## src/rtl/prt_dp_pkg.sv

```systemverilog
// Shared DisplayPort TX symbol constants and the x^16+x^5+x^4+x^3+1 scrambler LFSR helpers.
package prt_dp_pkg;

  typedef struct packed {
    logic       k;
    logic [7:0] dat;
  } sym_t;

  localparam logic [7:0]  P_SYM_BS    = 8'hBC;  // K28.5
  localparam logic [7:0]  P_SYM_SR    = 8'h1C;  // K28.0
  localparam logic [15:0] P_SCRM_SEED = 16'hFFFF;

  // Advance the Galois LFSR by one symbol slot (8 bit times).
  function automatic logic [15:0] scrm_adv8(input logic [15:0] lfsr);
    logic [15:0] l;
    l = lfsr;
    for (int i = 0; i < 8; i++) begin
      l = {l[14:0], 1'b0} ^ (l[15] ? 16'h0039 : 16'h0000);
    end
    return l;
  endfunction

  // Scrambling byte for the current slot: data bit j uses LFSR bit 15-j.
  function automatic logic [7:0] scrm_byte(input logic [15:0] lfsr);
    logic [7:0] b;
    b = '0;
    for (int j = 0; j < 8; j++) begin
      b[j] = lfsr[15-j];
    end
    return b;
  endfunction

endpackage

```

## src/rtl/prt_dp_tx_lnk_if.sv

```systemverilog
// DisplayPort TX link bundle: per lane, per sublane a k flag, 8-bit data and disparity controls.
interface prt_dp_tx_lnk_if #(
  parameter int P_LANES = 4,
  parameter int P_SPL   = 2
);
  logic [P_LANES-1:0][P_SPL-1:0]      k;
  logic [P_LANES-1:0][P_SPL-1:0][7:0] dat;
  logic [P_LANES-1:0][P_SPL-1:0]      disp_ctl;
  logic [P_LANES-1:0][P_SPL-1:0]      disp_val;

  modport snk (input k, dat);
  modport src (output k, dat, disp_ctl, disp_val);
endinterface

```

## src/rtl/prt_dptx_scrm_lane.sv

```systemverilog
// One lane of the DP TX scrambler: P_SPL-slot LFSR chain, BS->SR substitution and output register.
module prt_dptx_scrm_lane
  import prt_dp_pkg::*;
#(
  parameter int P_SPL = 2
)(
  input  logic                  CLK_IN,
  input  logic                  RST_IN,
  input  logic                  en,
  input  logic                  act,
  input  logic                  sub,
  input  logic [P_SPL-1:0]      k,
  input  logic [P_SPL-1:0][7:0] dat,
  output logic [P_SPL-1:0]      k_p1,
  output logic [P_SPL-1:0][7:0] dat_p1
);

  logic [15:0]           lfsr_p1;
  logic [15:0]           lfsr_p0;
  logic [P_SPL-1:0]      k_p0;
  logic [P_SPL-1:0][7:0] dat_p0;

  // Stage p0: walk the slots in order; an SR reseeds the chain for the following slot.
  always_comb begin
    logic [15:0] st;
    st     = lfsr_p1;
    k_p0   = k;
    dat_p0 = dat;
    for (int s = 0; s < P_SPL; s++) begin
      if (sub && k[s] && (dat[s] == P_SYM_BS)) begin
        dat_p0[s] = P_SYM_SR;
        st        = P_SCRM_SEED;
      end else begin
        if (!k[s]) begin
          dat_p0[s] = dat[s] ^ scrm_byte(st);
        end
        st = scrm_adv8(st);
      end
    end
    lfsr_p0 = st;
  end

  // Stage p1: output register; idle lanes are zeroed and parked at the seed.
  always_ff @(posedge CLK_IN) begin
    if (RST_IN || !act) begin
      k_p1    <= '0;
      dat_p1  <= '0;
      lfsr_p1 <= P_SCRM_SEED;
    end else if (!en) begin
      k_p1    <= k;
      dat_p1  <= dat;
      lfsr_p1 <= P_SCRM_SEED;
    end else begin
      k_p1    <= k_p0;
      dat_p1  <= dat_p0;
      lfsr_p1 <= lfsr_p0;
    end
  end

endmodule

```

## src/rtl/prt_dptx_scrm_ml.sv

```systemverilog
// DP TX multi-lane scrambler with periodic / forced SR insertion.
// Optional SR statistics counter enabled by defining PRT_DPTX_SCRM_STAT_EN.
module prt_dptx_scrm_ml
  import prt_dp_pkg::*;
#(
  parameter int P_SIM       = 0,
  parameter int P_LANES     = 4,
  parameter int P_SPL       = 2,
  parameter int P_BS_PER_SR = 512
)(
  input  logic         CLK_IN,
  input  logic         RST_IN,
  input  logic         CTL_EN_IN,
  input  logic         CTL_EFM_IN,
  input  logic [1:0]   CTL_LANES_IN,
  input  logic         CTL_SR_REQ_IN,
  output logic         CTL_SR_ACK_OUT,
  prt_dp_tx_lnk_if.snk LNK_SNK_IF,
  prt_dp_tx_lnk_if.src LNK_SRC_IF
`ifdef PRT_DPTX_SCRM_STAT_EN
  ,
  output logic [15:0]  STA_SR_CNT_OUT
`endif
);

  // Counter runs 0..period-1; the BS seen at count 0 is the one turned into SR.
  localparam logic [15:0] P_CNT_MAX = (P_SIM != 0) ? 16'd9 : 16'(P_BS_PER_SR - 1);

  logic [P_LANES-1:0][P_SPL-1:0]      k_i, k_o;
  logic [P_LANES-1:0][P_SPL-1:0][7:0] dat_i, dat_o;
  logic [P_LANES-1:0]                 act;
  logic                               efm_q;
  logic [1:0]                         lanes_q;
  logic [15:0]                        cnt_q;
  logic                               pend_q;
  logic                               bs_det;
  logic                               sub;

  assign k_i   = LNK_SNK_IF.k;
  assign dat_i = LNK_SNK_IF.dat;

  assign bs_det = CTL_EN_IN &&
                  (efm_q ? (k_i[0][P_SPL-1] && (dat_i[0][P_SPL-1] == P_SYM_BS))
                         : (k_i[0][0]       && (dat_i[0][0]       == P_SYM_BS)));
  assign sub    = bs_det && ((cnt_q == 16'd0) || pend_q);

  // Lane config is applied from a registered copy, so changes land one cycle later.
  always_ff @(posedge CLK_IN) begin
    efm_q   <= CTL_EFM_IN;
    lanes_q <= CTL_LANES_IN;
  end

  always_ff @(posedge CLK_IN) begin
    if (RST_IN) begin
      cnt_q          <= '0;
      pend_q         <= 1'b0;
      CTL_SR_ACK_OUT <= 1'b0;
    end else begin
      CTL_SR_ACK_OUT <= bs_det && pend_q;
      if (!CTL_EN_IN) begin
        cnt_q  <= '0;
        pend_q <= 1'b0;
      end else begin
        if (bs_det) begin
          if (pend_q) begin
            cnt_q <= 16'd1;
          end else if (cnt_q == P_CNT_MAX) begin
            cnt_q <= '0;
          end else begin
            cnt_q <= cnt_q + 16'd1;
          end
        end
        pend_q <= CTL_SR_REQ_IN || (pend_q && !sub);
      end
    end
  end

`ifdef PRT_DPTX_SCRM_STAT_EN
  always_ff @(posedge CLK_IN) begin
    if (RST_IN) begin
      STA_SR_CNT_OUT <= '0;
    end else if (sub && (STA_SR_CNT_OUT != 16'hFFFF)) begin
      STA_SR_CNT_OUT <= STA_SR_CNT_OUT + 16'd1;
    end
  end
`endif

  // Lane code 3 is reserved and behaves like 4 lanes.
  for (genvar l = 0; l < P_LANES; l++) begin : g_lane
    assign act[l] = (l == 0) || ((l == 1) && (lanes_q != 2'd0)) || ((l >= 2) && lanes_q[1]);

    prt_dptx_scrm_lane #(
      .P_SPL (P_SPL)
    ) u_lane (
      .CLK_IN (CLK_IN),
      .RST_IN (RST_IN),
      .en     (CTL_EN_IN),
      .act    (act[l]),
      .sub    (sub),
      .k      (k_i[l]),
      .dat    (dat_i[l]),
      .k_p1   (k_o[l]),
      .dat_p1 (dat_o[l])
    );
  end

  assign LNK_SRC_IF.k        = k_o;
  assign LNK_SRC_IF.dat      = dat_o;
  assign LNK_SRC_IF.disp_ctl = '0;
  assign LNK_SRC_IF.disp_val = '0;

endmodule

```

## src/flat_wrapper.sv

```systemverilog
// flat-port wrapper written by rule: the top's interface ports become plain ports
module prt_dptx_scrm_ml_flat import prt_dp_pkg::*;
#(
  parameter int P_SIM       = 0,
  parameter int P_LANES     = 4,
  parameter int P_SPL       = 2,
  parameter int P_BS_PER_SR = 512
)
  (CLK_IN, RST_IN, CTL_EN_IN, CTL_EFM_IN, CTL_LANES_IN, CTL_SR_REQ_IN, CTL_SR_ACK_OUT, LNK_SNK_IF_k, LNK_SNK_IF_dat, LNK_SRC_IF_k, LNK_SRC_IF_dat, LNK_SRC_IF_disp_ctl, LNK_SRC_IF_disp_val);
  prt_dp_tx_lnk_if #(.P_LANES(P_LANES), .P_SPL(P_SPL)) LNK_SNK_IF_i ();
  prt_dp_tx_lnk_if #(.P_LANES(P_LANES), .P_SPL(P_SPL)) LNK_SRC_IF_i ();
  input  logic CLK_IN;
  input  logic RST_IN;
  input  logic CTL_EN_IN;
  input  logic CTL_EFM_IN;
  input  logic [1:0] CTL_LANES_IN;
  input  logic CTL_SR_REQ_IN;
  output logic CTL_SR_ACK_OUT;
  input wire logic [$bits(LNK_SNK_IF_i.k)-1:0] LNK_SNK_IF_k;
  input wire logic [$bits(LNK_SNK_IF_i.dat)-1:0] LNK_SNK_IF_dat;
  output wire logic [$bits(LNK_SRC_IF_i.k)-1:0] LNK_SRC_IF_k;
  output wire logic [$bits(LNK_SRC_IF_i.dat)-1:0] LNK_SRC_IF_dat;
  output wire logic [$bits(LNK_SRC_IF_i.disp_ctl)-1:0] LNK_SRC_IF_disp_ctl;
  output wire logic [$bits(LNK_SRC_IF_i.disp_val)-1:0] LNK_SRC_IF_disp_val;
  assign LNK_SNK_IF_i.k = LNK_SNK_IF_k;
  assign LNK_SNK_IF_i.dat = LNK_SNK_IF_dat;
  assign LNK_SRC_IF_k = LNK_SRC_IF_i.k;
  assign LNK_SRC_IF_dat = LNK_SRC_IF_i.dat;
  assign LNK_SRC_IF_disp_ctl = LNK_SRC_IF_i.disp_ctl;
  assign LNK_SRC_IF_disp_val = LNK_SRC_IF_i.disp_val;
  prt_dptx_scrm_ml #(.P_SIM(P_SIM), .P_LANES(P_LANES), .P_SPL(P_SPL), .P_BS_PER_SR(P_BS_PER_SR)) u_core (.CLK_IN(CLK_IN), .RST_IN(RST_IN), .CTL_EN_IN(CTL_EN_IN), .CTL_EFM_IN(CTL_EFM_IN), .CTL_LANES_IN(CTL_LANES_IN), .CTL_SR_REQ_IN(CTL_SR_REQ_IN), .CTL_SR_ACK_OUT(CTL_SR_ACK_OUT), .LNK_SNK_IF(LNK_SNK_IF_i), .LNK_SRC_IF(LNK_SRC_IF_i));
endmodule
```

## config.mk

```make
export PLATFORM = sky130hd
export DESIGN_NAME = prt_dptx_scrm_ml_flat
export DESIGN_NICKNAME = d
export VERILOG_FILES = /design/src/rtl/prt_dp_pkg.sv /design/src/rtl/prt_dp_tx_lnk_if.sv /design/src/rtl/prt_dptx_scrm_lane.sv /design/src/rtl/prt_dptx_scrm_ml.sv /design/src/flat_wrapper.sv
export SDC_FILE = /design/constraint.sdc
export NUM_CORES = 1
export LEC_CHECK = 0
export ABC_AREA = 1
export CAP_MARGIN = 25
export CORE_AREA = 2 2 130 100
export DETAILED_ROUTE_END_ITERATION = 10
export DIE_AREA = 0 0 132 102
export DONT_BUFFER_PORTS = 1
export HOLD_SLACK_MARGIN = 0.15
export PLACE_DENSITY = 0.84
export SLEW_MARGIN = 40
export SYNTH_ARGS = -nofsm -noshare
export SYNTH_HDL_FRONTEND = slang
export SYNTH_SLANG_ARGS = --single-unit
```

## constraint.sdc

```tcl
create_clock -name CLK_IN -period 3.52 [get_ports CLK_IN]
set_input_delay 1.056 -clock CLK_IN [delete_from_list [all_inputs] [get_ports CLK_IN]]
set_output_delay 1.056 -clock CLK_IN [all_outputs]
set_load 0.1 [all_outputs]
```

**Routed clock nets over the placement**

Bar = 50 um.
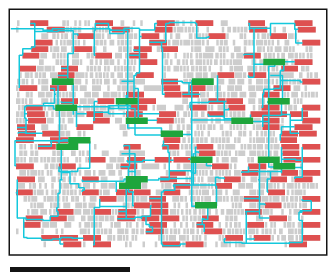
[flip-flops] red | count: 157
[clock wires] cyan | length: 1860 um
[clock-net drivers] green | count: 17
routed clock nets	18

**Signal wires by layer**

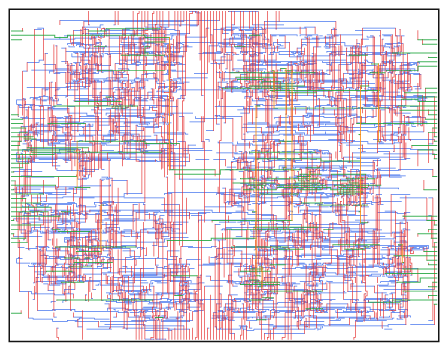
layer	color	wire length
M2	red	8870 um
M3	green	1660 um
M4	orange	290 um
M1	blue	9010 um

**Cell outlines without signal wires**

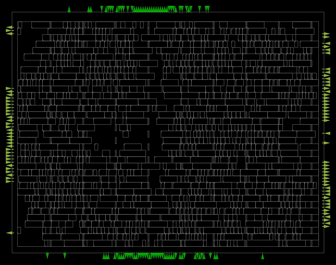
# Taps: 166
Final Non-Filler Cells: 1271
Seq/total area: 36.3%
Seq cells: 157
row count: 35

==> flow_summary.ini <==
; implementation run metrics
[synth]
ys_types = 43
ys_chip_area_mm2 = 0.00822
ys_top_logic_family = simple AND/OR/NAND/NOR gates
ys_sh_xor_pct = 16.4
aoi_share_pct = 7.70
synth_flop_count = 157

[hold_path]
hold_depth = 2
min_to = u_core.cnt_q[8]

[clocking]
clock_latency_ns = 0.42
post-cts-setup-buffer-count = 0
cts_tree = built
cts-root-buf = clkbuf_16

[route]
route.met2.wl_mm = 8.87
wirelength_mm = 19.8
first_pass_iters = 5
ant_nets = 0

[worst_setup_path]
crit_type = in2reg
path_depth = 12
path_max_fanout = 13
worst_ep_arrival_time_ns = 2.93

[final_layout]
syn_to_final_growth_pct = 8.45
lay_top_count = nand2_1

[place]
placed_area_mm2 = 0.00829
dp_cells = 1239
hpwl_mm = 14.5

[outcome]
status = finished, final reports clean

[global_routing]
first_global_vias = 6514
grt_max_degree = 19
met1_usage_pct = 40.1

[timing]
setup_viol = 0
slew_viol_final = 0
fin_skew_ns = 0.0113

[run]
warnings = 27

[floorplanning]
die_x_um = 132
==> tightest hold or removal path: stages (launching register included) <==
cell	delay (ns)
dfxtp_1	0.33
nand3_1	0.10
a21oi_1	0.06
==> layout make-up <==
class                      count  area (um^2)
fill                         952         3210
timing repair buffer           6         45.0
clock buffer                  20          467
clock inverter                12          159
inverter                     111          417
tap                          166          208
multi-input combinational    799         4390
sequential                   157         3230
==> stage by stage <==
| step | util (%) | setup slack (ns) |
|---|---|---|
| floorplan | - | 1.07 |
| global placement | 67.6 | 0.565 |
| detailed placement | 68.3 | 0.529 |
| CTS | 73.5 | 0.954 |
| global route | 73.5 | 0.692 |
| finish | 73.5 | 0.882 |
==> report_power, final <==
part	switching (W)	internal [W]
Clock	0.000756	0.00118
Combinational	0.00146	0.000926
Sequential	0.000745	0.00202
